### src/rtl/fetch_queue.sv
// Decoupling FIFO from fetch/decode to reservation-station dispatch, with flush and a halt latch.
// Optional FETCHQ_BYPASS_EN: an empty queue forwards a push straight to pop_* in the same cycle.
module fetch_queue #(
    parameter int DEPTH  = 8,
    parameter int REG_W  = 6,
    parameter int WORD_W = 32
) (
    input  logic                     clk,
    input  logic                     rst,
    input  logic                     flush,
    input  logic                     push_valid,
    output logic                     push_ready,
    input  logic [2:0]               push_unit,
    input  logic [REG_W-1:0]         push_reg1,
    input  logic [REG_W-1:0]         push_reg2,
    input  logic [REG_W-1:0]         push_reg3,
    input  logic                     push_hasimm,
    input  logic [WORD_W-1:0]        push_imm,
    output logic                     pop_valid,
    input  logic                     pop_ready,
    output logic [2:0]               pop_unit,
    output logic [REG_W-1:0]         pop_reg1,
    output logic [REG_W-1:0]         pop_reg2,
    output logic [REG_W-1:0]         pop_reg3,
    output logic                     pop_hasimm,
    output logic [WORD_W-1:0]        pop_imm,
    output logic [$clog2(DEPTH):0]   count,
    output logic                     halted
);

    localparam int PTR_W   = $clog2(DEPTH);
    localparam int CNT_W   = PTR_W + 1;
    localparam int ENTRY_W = 3 + 3 * REG_W + 1 + WORD_W;
    localparam logic [2:0] UNIT_HALT = 3'b101;

    logic [ENTRY_W-1:0] mem_q [DEPTH];
    logic [PTR_W-1:0]   head_q, head_d;
    logic [PTR_W-1:0]   tail_q, tail_d;
    logic [CNT_W-1:0]   count_q, count_d;
    logic               halted_q, halted_d;

    logic [ENTRY_W-1:0] push_entry;
    logic [ENTRY_W-1:0] pop_entry;
    logic               mem_valid;
    logic               bypass;
    logic               push_fire;
    logic               pop_fire;
    logic               wr_en;
    logic               rd_en;

    assign push_entry = {push_unit, push_reg1, push_reg2, push_reg3, push_hasimm, push_imm};

    always_comb begin
        push_ready = (count_q != CNT_W'(DEPTH)) && !halted_q && !flush;
        mem_valid  = (count_q != '0) && !flush;
        bypass     = 1'b0;
`ifdef FETCHQ_BYPASS_EN
        bypass     = (count_q == '0) && push_valid && pop_ready && push_ready && !rst;
`endif
        pop_valid  = mem_valid || bypass;

        // pop_* must read as zero whenever nothing is being offered
        pop_entry = '0;
        if (bypass) begin
            pop_entry = push_entry;
        end else if (mem_valid) begin
            pop_entry = mem_q[head_q];
        end

        push_fire = push_valid && push_ready;
        pop_fire  = pop_valid && pop_ready;
        wr_en     = push_fire && !bypass;
        rd_en     = pop_fire && !bypass;

        head_d   = head_q;
        tail_d   = tail_q;
        count_d  = count_q;
        halted_d = halted_q;
        if (flush) begin
            head_d   = '0;
            tail_d   = '0;
            count_d  = '0;
            halted_d = 1'b0;
        end else begin
            if (wr_en) begin
                tail_d = tail_q + 1'b1;
            end
            if (rd_en) begin
                head_d = head_q + 1'b1;
            end
            count_d = count_q + CNT_W'(wr_en) - CNT_W'(rd_en);
            if (push_fire && (push_unit == UNIT_HALT)) begin
                halted_d = 1'b1;
            end
        end
    end

    assign {pop_unit, pop_reg1, pop_reg2, pop_reg3, pop_hasimm, pop_imm} = pop_entry;
    assign count  = count_q;
    assign halted = halted_q;

    always_ff @(posedge clk) begin
        if (rst) begin
            head_q   <= '0;
            tail_q   <= '0;
            count_q  <= '0;
            halted_q <= 1'b0;
        end else begin
            head_q   <= head_d;
            tail_q   <= tail_d;
            count_q  <= count_d;
            halted_q <= halted_d;
        end
    end

    // Storage has no reset; occupancy tracking alone decides what is valid
    always_ff @(posedge clk) begin
        if (wr_en) begin
            mem_q[tail_q] <= push_entry;
        end
    end

endmodule
### config.mk
export PLATFORM = sky130hd
export DESIGN_NAME = fetch_queue
export DESIGN_NICKNAME = d
export VERILOG_FILES = /design/src/rtl/fetch_queue.sv
export SDC_FILE = /design/constraint.sdc
export NUM_CORES = 1
export LEC_CHECK = 0
export CAP_MARGIN = 20
export CORE_ASPECT_RATIO = 1.75
export CORE_MARGIN = 4
export CORE_UTILIZATION = 53
export DETAILED_ROUTE_END_ITERATION = 16
export PLACE_DENSITY = 0.76
export SKIP_LAST_GASP = 1
export SLEW_MARGIN = 0
export SYNTH_ARGS = -nofsm -noshare
export SYNTH_HDL_FRONTEND = slang
export SYNTH_SLANG_ARGS = --single-unit
### constraint.sdc
create_clock -name clk -period 7.95 [get_ports clk]
set_clock_uncertainty 0.15 [all_clocks]
set_input_delay 1.59 -clock clk [delete_from_list [all_inputs] [get_ports clk]]
set_output_delay 1.59 -clock clk [all_outputs]
set_load 0.02 [all_outputs]
### Close-up of the layout, run 1

Region (56, 107) to (86, 137) um. Cells in gray, sequential cells in the stronger gray; small squares are vias.
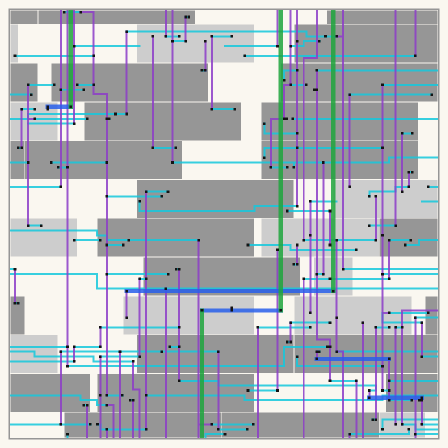
met1 -> cyan
met4 -> green
met3 -> blue
met2 -> purple
cells with their middle in the window = 24
netlist names of flops here include = mem_q (16)
sequential cells in the window = 16
most frequent = edfxtp_1 (16), mux4_2 (4), clkbuf_16 (2)

### Wiring heat map, run 1

Scale: 1.5 px per um. 14 x 24 tiles, from dark purple (low) to yellow (high), scaled to the fullest tile. Values are wire area over tile area, all layers added.
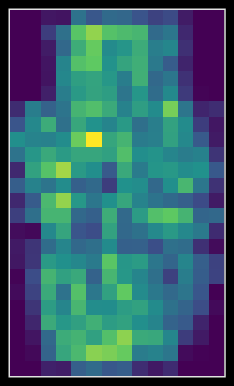
fullest tile = 0.41
tiles over half the peak = 31%
nearly empty tiles = 12%
WL final: 32800 um
DR vias: 7706
global router's overall resource usage: 0.194
wire length per cell after detailed routing: 25.6 um

==> ds_physical_params.txt, run 1 <==
Summary of implementation characteristics

Parameter                              Value

Synth
  Main synth FF type .................. edfxtp_1
  Number of synthesis warnings .................. 0
  Fraction of the mapped netlist area in compound gates .................. 0.0306
  Cell count listed in synth_stat.txt .................. 715
  Post-synthesis cell type with the largest combined area .................. edfxtp_1
  Post-synth ARST share .................. 0
  Simple-gate share of the synthesized area .................. 0.0148
  Synth Seq Share .................. 0.786
  Most frequent cell after synthesis .................. edfxtp_1
  Arithmetic-cell share of the synthesized area counting full adders, half adders and majority gates .................. 0.00713
  Flip-flops with a built-in enable .................. 432
  Mux area share .................. 0.147
  Synthesis area per yosys .................. 16900 um^2
  Cell count after synthesis .................. 715
  Syn Area/Cell .................. 23.6 um^2
  Main logic family .................. multiplexers
  Area share of the largest cell type after synthesis .................. 0.770
  Xor/xnor cell area share of the yosys netlist .................. 0.000520

Placed design
  Cell area after placement .................. 18600 um^2
  Dpl ws .................. 2140 ps
  Total placed cells including tap cells .................. 1212
  Number of buffer cells added on primary ports .................. 119
  Final HPWL from detailed placement .................. 18100 um

Floorplanning
  Total number of placement rows .................. 86
  Die extent in x .................. 143 um
  Number of ports placed on the die boundary .................. 120
  Full die area .................. 34800 um^2
  Tap cells .................. 396
  Height of the die .................. 244 um

Clocking
  Post-CTS Hold Buffers .................. 0
  Longest Clk Path Bufs .................. 3
  Post-CTS Setup Repair Bufs .................. 0
  Cell resize tally after clock tree synthesis .................. 0
  TritonCTS clock tree .................. yes
  CTS root buf .................. clkbuf_16
  CTS buffer count .................. 38
  Count of clock tree sinks .................. 446
  Clk_lat worst skew .................. 530 ps
  Clock input transition at the sequential cells of the worst setup and hold paths .................. 60 ps

Timing
  Setup repair after global routing missed its margin .................. false
  Share of the clock period used by the worst path after layout .................. 0.729
  Max Clock Freq .................. 172 MHz
  WHS .................. 338 ps
  Total Negative Setup Slacks .................. 0 ps
  Number of failing setup endpoints in the final timing report .................. 0
  Min Tclk post-route .................. 5800 ps
  Least-Margin Pin Slew .................. 1020 ps

Run
  Tool warnings .................. 27
  Max Cap Viol .................. 0

Pwr
  Power drawn by the combinational cells .................. 0.193 mW
  Highest-power group .................. registers
  Switching Fraction .................. 0.194
  Internal cell power .................. 3.72 mW
  P_clk .................. 1.82 mW
  Switching power of the nets .................. 0.894 mW
  Sequential logic power .................. 2.60 mW
  Clock group share of total power .................. 0.394
  Leakage dissipation .................. 6.08 nW
  Share of total power in sequential cells .................. 0.564
  Worst vdd rail ir drop .................. 141 uV
  Total power .................. 4.61 mW
  Combinational share of power .................. 0.042

Layout
  Non-Clock Buffer Count .................. 140
  Register ranked first by flip-flop count .................. mem_q
  Area occupied by registers .................. 13300 um^2
  Inverters .................. 5
  Total of clock buffers placed in the layout .................. 45
  Flops .................. 446
  Share of final layout cell area taken by non-clock buffers .................. 0.0696
  Fin nets .................. 925
  Core utilization of the finished layout .................. 0.631
  Fraction of area in clock buffers and inverters .................. 0.0617
  Footprint of the multi-input gates .................. 3450 um^2
  Seq area share .................. 0.668
  Multi-input combinational cell count .................. 226
  Largest area class, layout .................. sequential cells
  Fill cells .................. 2115
  Inserted Diodes .................. 1

Detailed routing
  Initial detailed-routing violation count .................. 592
  Topmost layer with routed signal wires .................. met5
  Routed met3 length .................. 1730 um
  Drt pass-1 iters .................. 5
  Wire length the detailed router placed on met1 .................. 12000 um
  Final routed DRC violation total .................. 0
  Antenna-violating nets left .................. 0

Global routing
  Busiest layer in global routing .................. met2
  Number of antenna violations at the first check in global routing .................. 3
  GR Layer Usage met2 .................. 0.338
  Global-route wire length before repair .................. 49800 um
  Via count of the first global-routing pass .................. 8258
  Global Route met3 Usage .................. 0.0316
  Global-route track usage on met1 .................. 0.243
  GR Overflow Total .................. 0

Critical path
  Setup slack of the worst register-to-register path .................. 4920 ps
  Critical register-to-register path endpoint .................. mem_q[7][37]
  Data arrival time of the worst path .................. 4060 ps
  Critical path launch point type .................. primary input
  Worst setup path endpoint .................. pop_imm[10]
  Worst-path fanout max .................. 54
  Timing startpoint of the critical path .................. flush
  R2r startpoint .................. count[2]
  Element type at the critical path end .................. primary output
  Path type of the worst setup path .................. primary input to primary output
  Reg2Reg Depth .................. 6

Worst hold path
  Worst Hold Path Cells .................. 2
  Hold path startpoint .................. head_q[1]
  Worst Hold Class .................. flop to flop

Run status
  Run status .................. complete, no violations
### Gate families picked out, run 1

Scale: 2 px per um.
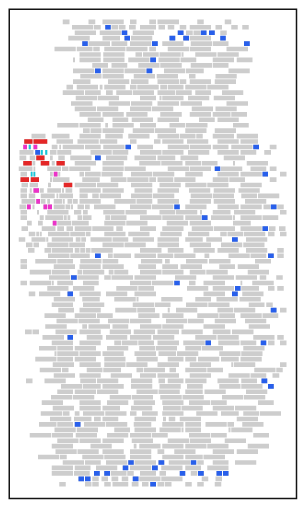
inverters -> cyan  # cells 5
AND and OR gates -> magenta  # cells 9, where left middle
adder and majority cells -> red  # cells 9
AND-OR and OR-AND gates -> blue  # cells 55, where all over the die
combinational share of cell area: 0.174
tally of non-filler cells in the final layout: 1280
most frequently placed logic cell in the final layout: edfxtp_1

## run 1: layout by cell type (no fill, tap or decap), types with 2 or more instances in the layout
cell type / n
nor2_1: 4
and2_1: 2
mux4_2: 108
nand2_1: 9
clkbuf_1: 6
clkinv_2: 4
nand3_1: 2
mux2i_1: 5
or3_1: 5
buf_4: 19
clkdlybuf4s50_1: 119
clkinvlp_4: 2
nor3b_1: 2
nor4b_4: 2
dfxtp_1: 12
bufinv_16: 4
clkinv_8: 2
nor3_2: 2
o21ai_0: 3
a21oi_1: 4
a22o_1: 54
clkbuf_16: 39
dfxtp_4: 2
nor3b_2: 4
clkinv_1: 8
edfxtp_1: 432
inv_1: 5
ha_1: 8
## run 1: worst max-delay path: stages
cell,delay [ps]
clkdlybuf4s50_1,620
nor3b_2,260
buf_4,630
a22o_1,320
clkdlybuf4s50_1,620
### Cell placement, run 1

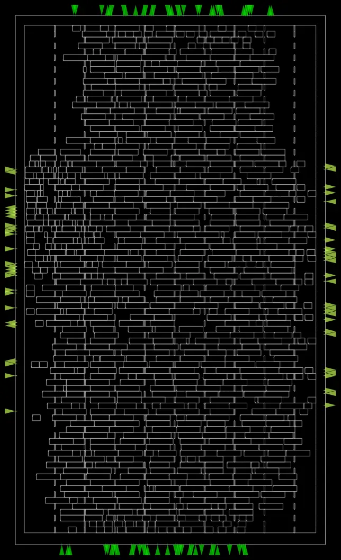

## Run 2: what changed since run 1
--- a/config.mk
+++ b/config.mk
@@ -8,9 +8,9 @@
 export CAP_MARGIN = 20
 export CORE_ASPECT_RATIO = 1.75
 export CORE_MARGIN = 4
-export CORE_UTILIZATION = 53
+export CORE_UTILIZATION = 58
 export DETAILED_ROUTE_END_ITERATION = 16
-export PLACE_DENSITY = 0.76
+export PLACE_DENSITY = 0.79
 export SKIP_LAST_GASP = 1
 export SLEW_MARGIN = 0
 export SYNTH_ARGS = -nofsm -noshare
==> constraint.sdc (replaced) <==
create_clock -name clk -period 5.55 [get_ports clk]
set_clock_uncertainty 0.15 [all_clocks]
set_input_delay 1.11 -clock clk [delete_from_list [all_inputs] [get_ports clk]]
set_output_delay 1.11 -clock clk [all_outputs]
set_load 0.02 [all_outputs]
### Cell placement, run 2

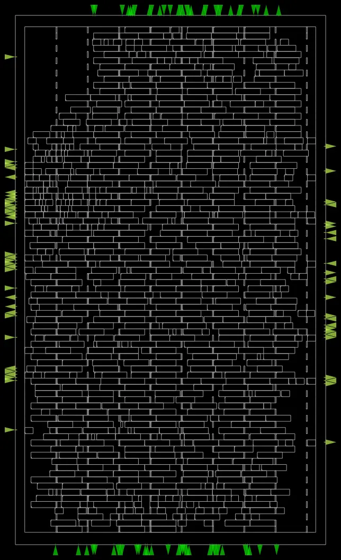
Seq area share: 0.667
core utilization of the finished layout: 0.694
total number of placement rows: 82

### Gate families picked out, run 2

Scale: 2 px per um.
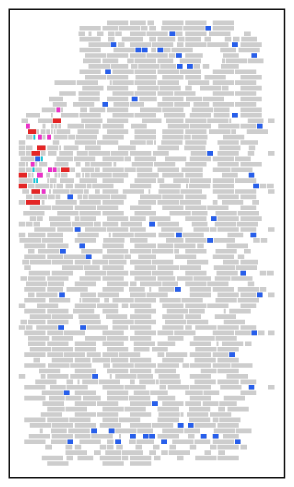
AND-OR and OR-AND gates -> blue  # cells 55, where all over the die
adder and majority cells -> red  # cells 9
AND and OR gates -> magenta  # cells 9
inverters -> cyan  # cells 5
tally of non-filler cells in the final layout: 1268
combinational share of cell area: 0.175

==> run 2 against run 1 <==
Compared with the run above:
- routed wire length increased by 4.2%
- die area shrank 8.2%
- utilization rose by 6.3 points
- first-iteration DRC count increased by 10%
==> ds_physical_params.txt, run 2 <==
Summary of implementation characteristics

Parameter                              Value

Synth
  Synth Seq Share .................. 0.786 (unchanged)
  Synthesized net count .................. 783
  Number of register bits inferred by synthesis .................. 446
  Number of synthesis warnings .................. 0 (unchanged)
  Synthesis area per yosys .................. 16900 um^2 (unchanged)
  Cell count after synthesis .................. 715 (unchanged)
  Fraction of the mapped netlist area in compound gates .................. 0.0306 (unchanged)
  Arithmetic-cell share of the synthesized area counting full adders, half adders and majority gates .................. 0.00713 (unchanged)
  Syn Std Cell Area .................. 16900 um^2
  Xor/xnor cell area share of the yosys netlist .................. 0.000520 (unchanged)
  Mux area share .................. 0.147 (unchanged)
  Main area contributors after synthesis .................. edfxtp_1 (77%), mux4_2 (14%), a22o_1 (2.8%), dfxtp_1 (1.7%), ha_1 (0.59%)
  Simple-gate share of the synthesized area .................. 0.0148 (unchanged)
  Post-synth ARST share .................. 0 (unchanged)
  Syn Area/Cell .................. 23.6 um^2 (unchanged)
  Flip-flops with a built-in enable .................. 432 (unchanged)
  Main synth FF type .................. edfxtp_1
  Cell Type Count .................. 36
  Post-synthesis cell type with the largest combined area .................. edfxtp_1
  Main logic family .................. multiplexers
  Most frequent cell after synthesis .................. edfxtp_1
  Cell count listed in synth_stat.txt .................. 715 (unchanged)
  Area share of the largest cell type after synthesis .................. 0.770 (unchanged)
  Most frequent cells after synthesis .................. edfxtp_1 (432), mux4_2 (108), a22o_1 (54)

Global routing
  Busiest layer in global routing .................. met2
  Largest net degree at the start of global routing .................. 67
  Via count of the first global-routing pass .................. 8392 (+1.6%)
  Global-route wire length before repair .................. 51200 um (+2.8%)
  Number of antenna violations at the first check in global routing .................. 6 (+3)
  Global Route met3 Usage .................. 0.0345 (+0.00286)
  Global-route track usage on met1 .................. 0.284 (+0.0415)
  GR Overflow Total .................. 0 (unchanged)
  GR Layer Usage met2 .................. 0.377 (+0.0391)
  Global router's overall resource usage .................. 0.219 (+0.0252)

Layout
  Share of layout cells above drive strength 1 .................. 0.226
  Top logic cells by instance count in the layout .................. edfxtp_1 (432), clkdlybuf4s50_1 (119), mux4_2 (108), a22o_1 (54), clkbuf_16 (38)
  Fin area .................. 19900 um^2
  Max reg flops .................. 432
  Fin nets .................. 926 (+0.11%)
  Area added between synthesis and finish .................. 17.9%
  Most frequently placed logic cell in the final layout .................. edfxtp_1
  Register ranked first by flip-flop count .................. mem_q

Critical path
  Data required time at the worst endpoint .................. 4290 ps
  Buf/Inv on CP .................. 3 (unchanged)
  Data arrival time of the worst path .................. 3430 ps (-630 ps)
  Ordered list of cells on the worst path .................. clkdlybuf4s50_1 > nor3b_2 > buf_12 > a22o_1 > clkdlybuf4s50_1
  Logic depth of the worst path, buffers included .................. 5 (unchanged)
  Slowest cell delay on critical path .................. 650 ps (+20 ps)
  Element type at the critical path end .................. primary output
  Critical register-to-register path endpoint .................. count[1]
  Reg2Reg Depth .................. 9 (+3)
  Critical path's top delay family .................. buffers and inverters
  Setup slack of the worst register-to-register path .................. 2800 ps (-2120 ps)
  R2r startpoint .................. count[2]
  Worst-path cell with the longest stage delay .................. clkdlybuf4s50_1
  Worst-path fanout max .................. 54 (unchanged)
  Critical path launch point type .................. primary input
  Timing startpoint of the critical path .................. flush
  Critical path's most frequent cell .................. clkdlybuf4s50_1
  Path type of the worst setup path .................. primary input to primary output
  Worst setup path endpoint .................. pop_imm[11]

Clocking
  CTS root buf .................. clkbuf_16
  Clk_lat worst skew .................. 520 ps (about the same)
  Post-CTS Hold Buffers .................. 0 (unchanged)
  CTS buffer count .................. 37 (-2.6%)
  TritonCTS clock tree .................. yes
  Count of clock tree sinks .................. 446 (unchanged)
  Cell resize tally after clock tree synthesis .................. 0 (unchanged)
  Longest Clk Path Bufs .................. 3 (unchanged)
  Post-CTS Setup Repair Bufs .................. 0 (unchanged)
  H-tree levels .................. 2
  Clock input transition at the sequential cells of the worst setup and hold paths .................. 60 ps (about the same)

Placed design
  Dpl ws .................. 885 ps (-1260 ps)
  Total placed cells including tap cells .................. 1196 (-1.3%)
  Final estimated routing congestion in global placement .................. 0.759
  Number of buffer cells added on primary ports .................. 119 (unchanged)
  Final HPWL from detailed placement .................. 18700 um (+3.2%)
  Cell area after placement .................. 18600 um^2 (+0.30%)

Timing
  Final hold violations .................. 0
  Final critical-path setup slack .................. 861 ps
  Total Negative Setup Slacks .................. 0 ps (unchanged)
  Least-Margin Pin Slew .................. 984 ps (-34.8 ps)
  Max-slew violations .................. 0
  Setup repair after global routing missed its margin .................. false
  Min Tclk post-route .................. 4690 ps
  Max Clock Freq .................. 213 MHz
  Slew margin rel. .................. 0.344
  Number of failing setup endpoints in the final timing report .................. 0 (unchanged)
  WHS .................. 358 ps (+20.2 ps)
  Share of the clock period used by the worst path after layout .................. 0.845

Pwr
  Worst vdd rail ir drop .................. 296 uV (+110%)
  Highest-power group .................. registers
  Internal cell power .................. 5.30 mW (+42%)
  Switching Fraction .................. 0.196 (+0.00210)
  P_clk .................. 2.58 mW (+42%)
  Power drawn by the combinational cells .................. 0.281 mW (+46%)
  Share of total power in sequential cells .................. 0.566 (+0.002)
  Total power .................. 6.59 mW (+43%)
  Cell Pwr Density .................. 332 nW/um^2
  Sequential logic power .................. 3.73 mW (+43%)
  Leakage dissipation .................. 6.08 nW (+0.12%)
  Clock group share of total power .................. 0.391 (-0.003)
  Combinational share of power .................. 0.043 (about the same)
  Switching power of the nets .................. 1.29 mW (+44%)

Detailed routing
  Final routed DRC violation total .................. 0 (unchanged)
  Antenna-violating nets left .................. 0 (unchanged)
  WL final .................. 34100 um (+4.2%)
  Wire length per cell after detailed routing .................. 26.9 um (+5.2%)
  Routed met3 length .................. 1970 um (+14%)
  Initial detailed-routing violation count .................. 654 (+10%)
  Drt pass-1 iters .................. 5 (unchanged)
  Wire length the detailed router placed on met1 .................. 12600 um (+5.6%)
  Met2 WL post-DR .................. 18500 um
  Topmost layer with routed signal wires .................. met5
  DR vias .................. 7898 (+2.5%)
  Via-to-Cell Ratio .................. 6.23

Floorplanning
  Pre-Place Util .................. 0.589
  Die extent in x .................. 137 um (-4.2%)
  Number of ports placed on the die boundary .................. 120 (unchanged)
  Full die area .................. 32000 um^2 (-8.2%)
  Height of the die .................. 234 um (-4.3%)
  Area of the core region .................. 28600 um^2

Worst hold path
  Hold path startpoint .................. head_q[2]
  Worst Hold Path Cells .................. 2 (unchanged)
  Worst Hold Class .................. flop to flop
  End of the worst hold path .................. head_q[2]

Run
  Max Cap Viol .................. 0 (unchanged)
  Tool warnings .................. 27 (unchanged)

Run status
  Run status .................. complete, no violations
## run 2: layout make-up
class / instances / area [um^2]
fill: 1617 / 8750
clock inverter: 23 / 225
timing repair buffer: 142 / 1430
inverter: 5 / 18.8
tap: 378 / 473
sequential: 446 / 13300
multi-input combinational: 226 / 3480
clock buffer: 44 / 973
antenna: 4 / 10.0
## run 2: logic make-up (layout without fill, tap and decap cells)
kind of cell / after synthesis / after routing
fa+ha+maj: 9 / 9
buf+inv: 43 / 214
flops: 446 / 446
mux: 113 / 113
other cells: 0 / 4
xor+xnor: 1 / 1
simple gates: 41 / 41
compound gates: 62 / 62
## run 2: worst reg2reg max path, stage by stage (launching register included)
cell	delay, ps
dfxtp_1	320
inv_1	110
ha_1	150
or3b_2	500
nand2_2	290
ha_1	290
inv_1	60
ha_1	210
fa_1	430
and2_1	140
Power figures rest on the tool's default switching activity, not on a simulated workload.
